==> images/class_map.png <==
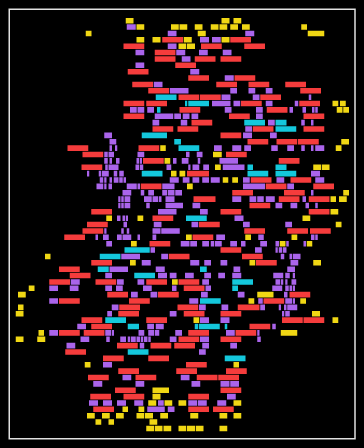
==> images/util_map.png <==
Scale bar: 50 um. The die is cut into 15 by 18 equal tiles; black is low, pale yellow is high, 0 to 100% covered.
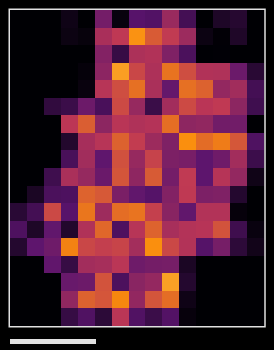
==> images/port_trees.png <==
Scale bar: 50 um.
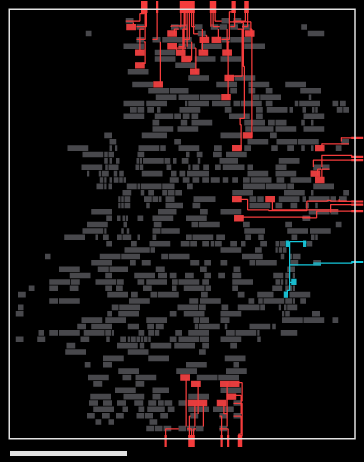
==> images/floorplan.png <==
Scale bar: 50 um. Pins as bars on the die edge.
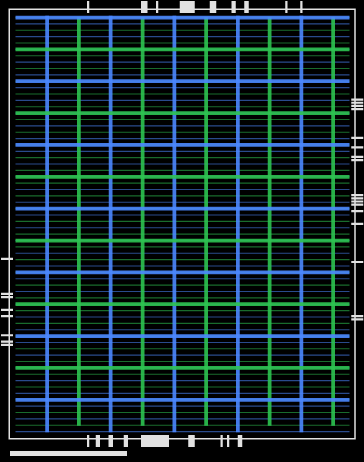
--- config.mk ---
export PLATFORM = sky130hd
export DESIGN_NAME = hwag_spi_tx_data_frame
export DESIGN_NICKNAME = d
export VERILOG_FILES = /design/src/rtl/hwag_spi_tx_data_frame.sv
export SDC_FILE = /design/constraint.sdc
export NUM_CORES = 1
export LEC_CHECK = 0
export CORE_ASPECT_RATIO = 1.25
export CORE_MARGIN = 2
export CORE_UTILIZATION = 23
export DETAILED_ROUTE_END_ITERATION = 8
export PLACE_DENSITY = 0.43
export SYNTH_ARGS = -nofsm -noshare
export SYNTH_HDL_FRONTEND = slang
export SYNTH_SLANG_ARGS = --single-unit
--- constraint.sdc ---
create_clock -name clk -period 2.63 [get_ports clk]
set_clock_uncertainty 0.15 [all_clocks]
set_input_delay 0.526 -clock clk [delete_from_list [all_inputs] [get_ports clk]]
set_output_delay 0.526 -clock clk [all_outputs]
set_load 0.1 [all_outputs]
--- src/rtl/hwag_spi_tx_data_frame.sv ---
// Transmit-side framer for the HWAG SPI slave: fetches the register named by a read
// request, appends a CRC-8/0x07 and streams the 7-byte response during the next transaction.
//
// state | meaning
// ------+--------------------------------------------------------------
// IDLE  | no response pending
// FETCH | one cycle: rd_strobe high, rd_data captured into the payload
// CRC   | 48 cycles: one payload bit per cycle into the CRC, MSB first
// READY | response held; consumed at the next spi_ss fall
module hwag_spi_tx_data_frame #(
    parameter logic [7:0] READ_CMD    = 8'h80,
    parameter int         FRAME_BYTES = 7
) (
    input  logic        clk,
    input  logic        nrst,
    input  logic        spi_ss,
    input  logic        spi_ss_rise,
    input  logic        spi_tx,
    input  logic [7:0]  spi_hwag_cmd,
    input  logic [7:0]  spi_hwag_addr,
    input  logic        spi_crc_rx_equal,
    input  logic [31:0] rd_data,
    output logic [7:0]  rd_addr,
    output logic        rd_strobe,
    output logic [7:0]  spi_bus_in,
    output logic        resp_ready,
    output logic        frame_sent
);

    typedef enum logic [1:0] {IDLE, FETCH, CRC, READY} state_t;

    localparam logic [2:0] LAST_IDX = 3'(FRAME_BYTES);
    localparam logic [5:0] LAST_BIT = 6'd47;

    state_t      state_q, state_d;
    logic        ss_q, ss_d;
    logic [7:0]  rd_addr_q, rd_addr_d;
    logic        rd_strobe_q, rd_strobe_d;
    logic [47:0] payload_q, payload_d;
    logic [7:0]  crc_q, crc_d;
    logic [5:0]  bit_cnt_q, bit_cnt_d;
    logic [55:0] tx_buf_q, tx_buf_d;
    logic [2:0]  idx_q, idx_d;
    logic        tx_valid_q, tx_valid_d;
    logic [7:0]  spi_bus_in_q, spi_bus_in_d;
    logic        resp_ready_q, resp_ready_d;
    logic        frame_sent_q, frame_sent_d;

    logic accept;
    logic ss_fall;
    logic crc_fb;

    function automatic logic [7:0] tx_byte(input logic [55:0] frame, input logic [2:0] i);
        logic [7:0] b;
        case (i)
            3'd0:    b = frame[55:48];
            3'd1:    b = frame[47:40];
            3'd2:    b = frame[39:32];
            3'd3:    b = frame[31:24];
            3'd4:    b = frame[23:16];
            3'd5:    b = frame[15:8];
            3'd6:    b = frame[7:0];
            default: b = 8'h00;
        endcase
        return b;
    endfunction

    always_comb begin
        state_d      = state_q;
        ss_d         = spi_ss;
        rd_addr_d    = rd_addr_q;
        rd_strobe_d  = 1'b0;
        payload_d    = payload_q;
        crc_d        = crc_q;
        bit_cnt_d    = bit_cnt_q;
        tx_buf_d     = tx_buf_q;
        idx_d        = idx_q;
        tx_valid_d   = tx_valid_q;
        spi_bus_in_d = spi_bus_in_q;
        frame_sent_d = 1'b0;

        accept  = spi_ss_rise & spi_crc_rx_equal & (spi_hwag_cmd == READ_CMD);
        ss_fall = ss_q & ~spi_ss;
        crc_fb  = crc_q[7] ^ payload_q[LAST_BIT - bit_cnt_q];

        case (state_q)
            FETCH: begin
                payload_d = {READ_CMD, rd_addr_q, rd_data};
                crc_d     = 8'h00;
                bit_cnt_d = 6'd0;
                state_d   = CRC;
            end
            CRC: begin
                crc_d = {crc_q[6:0], 1'b0} ^ (crc_fb ? 8'h07 : 8'h00);
                if (bit_cnt_q == LAST_BIT) begin
                    bit_cnt_d = 6'd0;
                    state_d   = READY;
                end else begin
                    bit_cnt_d = bit_cnt_q + 6'd1;
                end
            end
            READY: begin
                if (ss_fall) state_d = IDLE;
            end
            default: ;
        endcase

        // The latest request wins, discarding any build or held response.
        if (accept) begin
            state_d     = FETCH;
            rd_addr_d   = spi_hwag_addr;
            rd_strobe_d = 1'b1;
            crc_d       = 8'h00;
            bit_cnt_d   = 6'd0;
        end
        resp_ready_d = (state_d == READY);

        if (ss_fall) begin
            idx_d = 3'd0;
            if (state_q == READY) begin
                tx_buf_d   = {payload_q, crc_q};
                tx_valid_d = 1'b1;
            end else begin
                tx_buf_d   = '0;
                tx_valid_d = 1'b0;
            end
            spi_bus_in_d = tx_byte(tx_buf_d, idx_d);
        end else if (spi_tx) begin
            if (idx_q != LAST_IDX) idx_d = idx_q + 3'd1;
            spi_bus_in_d = tx_byte(tx_buf_q, idx_d);
        end

        // Checked against the already-incremented index so a final spi_tx on the rise counts.
        if (spi_ss_rise) begin
            frame_sent_d = tx_valid_q & (idx_d == LAST_IDX);
            tx_valid_d   = 1'b0;
        end
    end

    always_ff @(posedge clk or negedge nrst) begin
        if (!nrst) begin
            state_q      <= IDLE;
            ss_q         <= 1'b1;
            rd_addr_q    <= 8'h00;
            rd_strobe_q  <= 1'b0;
            payload_q    <= '0;
            crc_q        <= 8'h00;
            bit_cnt_q    <= 6'd0;
            tx_buf_q     <= '0;
            idx_q        <= 3'd0;
            tx_valid_q   <= 1'b0;
            spi_bus_in_q <= 8'h00;
            resp_ready_q <= 1'b0;
            frame_sent_q <= 1'b0;
        end else begin
            state_q      <= state_d;
            ss_q         <= ss_d;
            rd_addr_q    <= rd_addr_d;
            rd_strobe_q  <= rd_strobe_d;
            payload_q    <= payload_d;
            crc_q        <= crc_d;
            bit_cnt_q    <= bit_cnt_d;
            tx_buf_q     <= tx_buf_d;
            idx_q        <= idx_d;
            tx_valid_q   <= tx_valid_d;
            spi_bus_in_q <= spi_bus_in_d;
            resp_ready_q <= resp_ready_d;
            frame_sent_q <= frame_sent_d;
        end
    end

    assign rd_addr    = rd_addr_q;
    assign rd_strobe  = rd_strobe_q;
    assign spi_bus_in = spi_bus_in_q;
    assign resp_ready = resp_ready_q;
    assign frame_sent = frame_sent_q;

endmodule

==> run notes <==
The implementation run finished. The flow ran to the end, and the final reports show no timing, DRC or antenna violations. The net count after synthesis is 521. Portion of the post-synthesis area used by sequential elements landed at 0.554. Once detailed placement completed, the half-perimeter wirelength came to 11,800 um. TritonCTS built the clock tree. Number of cells on the worst reg-to-reg path landed at 6. Post-synthesis to final-layout area growth landed at 31.4%. Maximum operating frequency landed at 393 MHz. The registers of the reported paths see a clock transition of 0.06 ns. The routed layout has 4,129 vias. Per the detailed-route log, wirelength across all metal layers totals 16,500 um. Number of antenna violations at the first check in global routing landed at 0. After detailed routing, the average wire length per cell comes to 18.5 um. Per the timing report, the biggest fanout along the worst path comes to 3. The transition time recorded at the tightest slew-check pin is 0.728 ns. sky130_fd_sc_hd__dfrtp_1 takes more of the synthesized area than any other cell. Overall overflow remaining after global route landed at 0. The via count of the first global-routing pass is 4,409. In this run the number of H-tree levels came out at 4. Yosys cell count landed at 462. The worst setup path is launched from a flip-flop. CTS placed an instance of sky130_fd_sc_hd__clkbuf_16 at the clock tree root.

In this run the critical register-to-register path is launched from bit_cnt_q[0]. RePlAce ended its routability-driven mode at a weighted congestion of 0.773. Pin count of the biggest net entering global routing landed at 131.

Max-slew check failures listed in the final report amount to 0. Reg2reg setup slack landed at 0.09 ns. The stat command in Yosys gives a chip area of 0.00588 mm^2. The number of gates resized after CTS was 1. Total power after layout landed at 6720 uW. The slowest stage of the critical path belongs to the cell sky130_fd_sc_hd__mux4_1. Walking the worst path, the cells encountered are mux4_1 > mux2_2 > a211o_1 > a31oi_4 > xnor3_1 > a32o_1. In this run, post-CTS hold repair placed 0 buffers. The path class of the tightest hold or removal check is in -> async. The sequential cells in the finished layout cover a total of 0.00326 mm^2.

Number of violations reported at the end of detailed-routing iteration 0 landed at 267. Wire length of the first global-routing pass landed at 26,100 um. For this run, the leading register cell type out of synthesis is sky130_fd_sc_hd__dfrtp_1.

Final period utilization landed at 0.967. Count of standard-cell rows landed at 65. In the final report, the number of endpoints failing setup comes to 0. In the routed layout, each cell is associated on average with a via count of 4.62. According to the timing report, the critical path is launched from bit_cnt_q[0]. Mean area per synthesized cell landed at 12.7 um^2. The clock passes through at most 2 buffers.
## Picture notes: class_map.png
class	colour	cells	share of their area
sequential cells	red	130	45%
clock drivers and dummy loads	cyan	31	8.1%
remaining buffers and delay cells	yellow	100	13%
remaining logic cells	purple	298	35%

## Picture notes: util_map.png
fullest tile	79%
tiles over 75% full	1.9%
nearly empty tiles	28%
emptiest ninth of the die	top left

## Picture notes: port_trees.png
port	colour	direction	edge	end cells	buffers	wire
spi_tx	cyan	input	right	4	1	63.4 um
rd_data	red	input	18 top, 8 bottom, 6 right	32	32	905 um
ports placed on the boundary: 73
IO buf count: 72

## Picture notes: floorplan.png
net	colour
VDD	green
VSS	blue
signal pins	73
met1 rails	66
met4 straps	10
Die Height: 183 um
Max VDD drop: 0.429 mV
Floorplan Core Area: 0.0252 mm^2
Chip Width: 147 um

## where the power goes
group | internal, uW | switching (uW) | total, uW
clock network | 1490 | 884 | 2370
registers | 2260 | 293 | 2550
logic | 876 | 922 | 1800
## registers in the layout, indices dropped and copies added (netlist names)
register / flops
bit_cnt_q: 6
resp_ready: 1
state_q: 2
frame_sent: 1
payload_q: 41
rd_strobe: 1
tx_valid_q: 1
crc_q: 8
spi_bus_in: 8
ss_q: 1
idx_q: 3
tx_buf_q: 49
rd_addr: 8
## layout make-up
class,instances,share of cell area
Clock buffer,23,0.0632
Timing Repair Buffer,100,0.121
Multi-Input combinational cell,290,0.323
Clock inverter,8,0.0133
Tap cell,335,0.0543
Sequential cell,130,0.422
Inverter,8,0.00389
## metrics by stage
stage,worst slack [ns],cell area (um^2),util
2_1_floorplan,0.0326,5880,-
3_3_place_gp,0.0826,7120,0.282
3_5_place_dp,0.0157,7120,0.282
4_1_cts,0.0155,7710,0.306
5_1_grt,0.0112,7720,0.306
6_report,0.0862,7720,0.306
## critical path: cells and delay by family, from the launching register on
kind / cells / cell delay, ns
flip-flops: 1 / 0.41
AND-OR/OR-AND: 3 / 0.78
multiplexers: 2 / 0.87
XOR/XNOR: 1 / 0.23
## kinds of logic (layout without fill, tap and decap cells)
logic type,count (synthesis),after routing,share of synthesized area
compound gates,115,115,0.154
xor+xnor,3,3,0.00915
fa+ha+maj,5,5,0.0106
buf+inv,42,139,0.0270
flops,130,130,0.554
mux,81,81,0.170
simple gates,86,86,0.0754
## metal layers
| metal | vias to the layer above | GRT usage | wire, um |
|---|---|---|---|
| met3 | 17 | 0.0289 | 505 |
| met2 | 70 | 0.228 | 8640 |
| met1 | 2136 | 0.152 | 7070 |
| met4 | 0 | 0.0481 | 319 |
| li1 | 1906 | - | - |
| met5 | - | 0 | 0 |
No activity file was given, so power comes from the tool's default toggle rates.
